[src/rtl/feeder_pkg.sv]
// Shared types and constants for the skew-buffer operand feeder.
// Optional build macro: FEEDER_PERF_EN (stall-cycle counter, see skew_feeder).
package feeder_pkg;

    localparam int LANES        = 4;
    localparam int DATA_W       = 8 * LANES;
    localparam int DRAIN_CYCLES = LANES - 1;

    typedef enum logic [1:0] {
        IDLE  = 2'd0,
        FETCH = 2'd1,
        DRAIN = 2'd2,
        DONE  = 2'd3
    } state_t;

endpackage

[src/rtl/feeder_addr_gen.sv]
// Read address generator: walks base, base+1, ... and tracks how many
// words remain so the FSM knows which issue is the last one.
module feeder_addr_gen #(
    parameter int ADDR_W = 16
) (
    input  logic              clk,
    input  logic              rst,
    input  logic              load,
    input  logic              advance,
    input  logic [ADDR_W-1:0] base,
    input  logic [ADDR_W-1:0] len,
    output logic [ADDR_W-1:0] addr,
    output logic              last
);

    logic [ADDR_W-1:0] remaining;

    // Address rolls over naturally at 2^ADDR_W.
    always_ff @(posedge clk or posedge rst) begin
        if (rst) begin
            addr      <= '0;
            remaining <= '0;
        end else if (load) begin
            addr      <= base;
            remaining <= len;
        end else if (advance) begin
            addr      <= addr + ADDR_W'(1);
            remaining <= remaining - ADDR_W'(1);
        end
    end

    assign last = (remaining == ADDR_W'(1));

endmodule

[src/rtl/skew_feeder.sv]
// Streams k_len words from a 1-cycle-latency buffer to the skew buffer, then
// flushes LANES-1 zero cycles and pulses done. Optional: FEEDER_PERF_EN.
module skew_feeder
    import feeder_pkg::*;
#(
    parameter int ADDR_W = 16,
    parameter int LANES  = feeder_pkg::LANES,
    parameter int DATA_W = 8 * LANES
) (
    input  logic              clk,
    input  logic              rst,
    input  logic              start,
    input  logic [ADDR_W-1:0] base_addr,
    input  logic [ADDR_W-1:0] k_len,
    input  logic              stall,
    output logic              buf_rd_en,
    output logic [ADDR_W-1:0] buf_addr,
    input  logic [DATA_W-1:0] buf_rd_data,
    output logic [DATA_W-1:0] out_data,
    output logic              out_valid,
    output logic              busy,
    output logic              done
`ifdef FEEDER_PERF_EN
    ,
    output logic [15:0]       stall_cycles
`endif
);

    localparam int DRAIN_N    = LANES - 1;
    localparam int DRAIN_LAST = (DRAIN_N > 0) ? DRAIN_N - 1 : 0;
    localparam int CNT_W      = $clog2(LANES + 1);

    state_t            state_q, state_d;
    logic              load, advance, last, drain_inc;
    logic [CNT_W-1:0]  drain_cnt;
    logic [1:0]        vld_pipe;  // [0] read in flight, [1] word on out_data

    feeder_addr_gen #(.ADDR_W(ADDR_W)) u_addr_gen (
        .clk     (clk),
        .rst     (rst),
        .load    (load),
        .advance (advance),
        .base    (base_addr),
        .len     (k_len),
        .addr    (buf_addr),
        .last    (last)
    );

    always_ff @(posedge clk or posedge rst) begin
        if (rst) state_q <= IDLE;
        else     state_q <= state_d;
    end

    always_comb begin
        state_d   = state_q;
        load      = 1'b0;
        advance   = 1'b0;
        buf_rd_en = 1'b0;
        drain_inc = 1'b0;
        case (state_q)
            IDLE: begin
                if (start) begin
                    load    = 1'b1;
                    state_d = (k_len == '0) ? DONE : FETCH;
                end
            end
            FETCH: begin
                if (!stall) begin
                    buf_rd_en = 1'b1;
                    advance   = 1'b1;
                    if (last) state_d = DRAIN;
                end
            end
            DRAIN: begin
                // Flush count only begins once the final word has left out_data.
                if (vld_pipe == 2'b00) begin
                    if (drain_cnt == CNT_W'(DRAIN_LAST)) state_d = DONE;
                    else                                 drain_inc = 1'b1;
                end
            end
            DONE:    state_d = IDLE;
            default: state_d = IDLE;
        endcase
    end

    always_ff @(posedge clk or posedge rst) begin
        if (rst)                  drain_cnt <= '0;
        else if (state_q != DRAIN) drain_cnt <= '0;
        else if (drain_inc)       drain_cnt <= drain_cnt + CNT_W'(1);
    end

    // Zero whenever no word is valid so the skew stages see clean bubbles.
    always_ff @(posedge clk or posedge rst) begin
        if (rst) begin
            vld_pipe <= 2'b00;
            out_data <= '0;
        end else begin
            vld_pipe <= {vld_pipe[0], buf_rd_en};
            out_data <= vld_pipe[0] ? buf_rd_data : '0;
        end
    end

    assign out_valid = vld_pipe[1];
    assign busy      = (state_q != IDLE);
    assign done      = (state_q == DONE);

`ifdef FEEDER_PERF_EN
    always_ff @(posedge clk or posedge rst) begin
        if (rst)
            stall_cycles <= '0;
        else if (state_q == IDLE && start)
            stall_cycles <= '0;
        else if (state_q == FETCH && stall && stall_cycles != 16'hFFFF)
            stall_cycles <= stall_cycles + 16'd1;
    end
`endif

endmodule

[config.mk]
export PLATFORM = sky130hd
export DESIGN_NAME = skew_feeder
export DESIGN_NICKNAME = d
export VERILOG_FILES = /design/src/rtl/feeder_pkg.sv /design/src/rtl/feeder_addr_gen.sv /design/src/rtl/skew_feeder.sv
export SDC_FILE = /design/constraint.sdc
export NUM_CORES = 1
export LEC_CHECK = 0
export CAP_MARGIN = 10
export CORE_ASPECT_RATIO = 0.7
export CORE_MARGIN = 2
export CORE_UTILIZATION = 44
export DETAILED_ROUTE_END_ITERATION = 8
export PLACE_DENSITY = 0.76
export SYNTH_ARGS = -nofsm -noshare
export SYNTH_HDL_FRONTEND = slang
export SYNTH_SLANG_ARGS = --single-unit
[constraint.sdc]
create_clock -name clk -period 2.9 [get_ports clk]
set_input_delay 0.58 -clock clk [delete_from_list [all_inputs] [get_ports clk]]
set_output_delay 0.58 -clock clk [all_outputs]
set_load 0.05 [all_outputs]
Fig. 1: clock wiring as the flow saved it
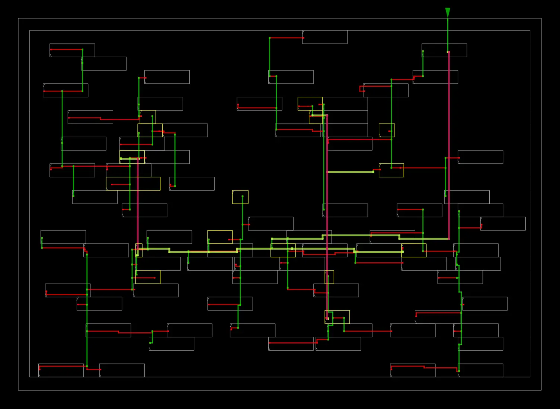
Worst Skew: 0.0103 ns
clk_lat worst skew: 0.34 ns
CTS Buf Count: 9

Fig. 2: metal 2
Scale: 4 px per um.
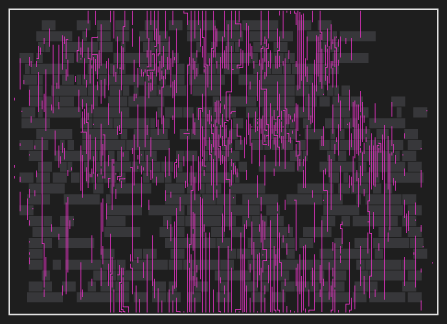
longest straight run: 43.5 um
wire length on this layer: 3680 um

Fig. 3: pin placement
Scale: 2 px per um. Pins as bars across the die edge, other pins in gray.
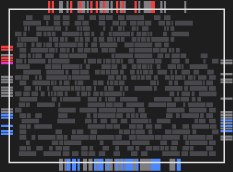
legend:
  red:
    port: `base_addr`
    pins: 16
    direction: input
    edge: 12 north, 4 west
  blue:
    port: `buf_rd_data`
    pins: 32
    direction: input
    edge: 24 south, 5 west, 3 east
  magenta:
    port: `buf_rd_en`
    pins: 1
    direction: output
    edge: west
all pins by edge: 50 south, 34 north, 20 west, 16 east

Fig. 4: routed clock nets over the placement
Scale: 6 px per um.
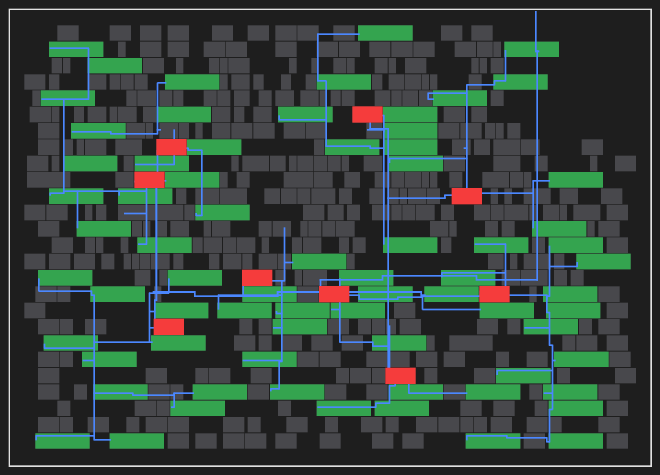
legend:
  blue:
    item: clock wires
    length: 876 um
  red:
    item: cells driving clock nets
    count: 9
  green:
    item: flip-flops
    count: 71
routed clock nets: 10
flops lie: spread over the die

-- final cells by class --
type	instances	area, um^2
Sequential cell	71	1780
Inverter	9	33.8
Fill cell	607	2440
Clock buffer	10	128
Multi-Input combinational cell	217	1390
Tap cell	98	123
Clock inverter	6	68.8
Timing Repair Buffer	125	1260
-- worst max-delay path: stages, from the launching register on --
cell	delay [ns]
dfrtp_1	0.39
inv_1	0.10
ha_1	0.24
inv_1	0.06
clkdlybuf4s50_1	0.79
-- sequential cells by signal, summed over array words and instances (netlist names) --
name,cells
out_data,32
u_addr_gen.addr,16
u_addr_gen.remaining,16
drain_cnt,3
state_q,2
vld_pipe,2
==> results.sh <==
# implementation run metrics
export IMPL_outcome="completed"
export IMPL_fin_tns_setup_ns=0
export IMPL_routedLengthMet1_um=3480
export IMPL_cp_start_kind="flop"
export IMPL_wl_per_cell_um=14.4
export IMPL_pg_comb_mw=2.16
export IMPL_seqPwrFrac_pct=35.6
export IMPL_min_to="u_addr_gen.remaining[7]"
export IMPL_ys_sh_aoi_pct=8.20
export IMPL_clockBufferDepth=2
export IMPL_area_growth_pct=47.1
export IMPL_cts_htree_levels=3
export IMPL_setup_violations_final=0
export IMPL_ys_top_cells_by_area="dfrtp_1 55%, and2_1 7.1%, o21ai_0 4.2%, ha_1 3.8%, nand2_1 3.8%"
export IMPL_reg2reg_slack_ns=0.51
export IMPL_p_sw_share_pct=44.3
export IMPL_final_antenna_net_count=0
export IMPL_drv_cap=0
export IMPL_max_freq_ghz=0.400
export IMPL_ys_sh_simple_pct=23.4
export IMPL_ys_warnings_count=0
export IMPL_post_cts_resized=0
export IMPL_edf_count=0
export IMPL_worstPathArrival_ns=1.92
export IMPL_grt_max_degree=72
export IMPL_synth_distinct_cells=39
export IMPL_cts_tree="yes"
export IMPL_cp_endpoint="busy"
export IMPL_switchingPower_mw=2.03
export IMPL_synth_nets=387
export IMPL_grt_pass1_wl_um=13400
export IMPL_synthArstFlopShare_pct=100
export IMPL_placed_cells_incl_taps=520
export IMPL_synth_area_leader_cell="dfrtp_1"
export IMPL_die_height_um=75.9
export IMPL_wl_met2_um=3680
export IMPL_initCoreUtil_pct=45.0
export IMPL_synth_xor_area_share_pct=6.47
export IMPL_worstMarginPinSlew_ns=0.811
export IMPL_rows=26
export IMPL_io_pins=120
export IMPL_syn_area_per_cell_um2=10.5
export IMPL_dr_first_iter_drc_count=133
export IMPL_ys_flops=71
export IMPL_finalHoldViolCount=0
export IMPL_diodes=0
export IMPL_dp_hpwl_um=5630
export IMPL_synth_area_um2=3250
export IMPL_top_cells_by_count="71 x dfrtp_1, 37 x and2_1, 33 x nand2_1, 27 x o21ai_0, 13 x xnor2_1"
export IMPL_root_buffer="clkbuf_8"
export IMPL_fin_ws_ns=0.400
export IMPL_slew_viol_final=0
export IMPL_top_usage_layer="met2"
export IMPL_rsz0062_at_grt="false"
export IMPL_drive_gt1_share_pct=6.39
export IMPL_combPwrFrac_pct=47.2
export IMPL_layout_top_cell="clkdlybuf4s50_1"
export IMPL_place_congestion=0.805
export IMPL_ys_seq_share_pct=54.7
export IMPL_drc=0
export IMPL_ff_type="dfrtp_1"
export IMPL_critPathLaunch="state_q[0]"
export IMPL_place_worst_setup_slack_ns=0.236
export IMPL_worstPathRequired_ns=2.32
export IMPL_ys_chip_area_um2=3250
export IMPL_period_minus_slack_ns=2.50
export IMPL_yosysMostFrequentCell="dfrtp_1"
export IMPL_via_count=2707
export IMPL_hold_buffers=0
export IMPL_min_period_over_period_pct=86.2
export IMPL_top_power_group="combinational cells"
export IMPL_place_area_um2=4590
export IMPL_totalWireLength_um=7710
export IMPL_cts_sinks=71
export IMPL_r2r_cells=6
export IMPL_syn_inst=309
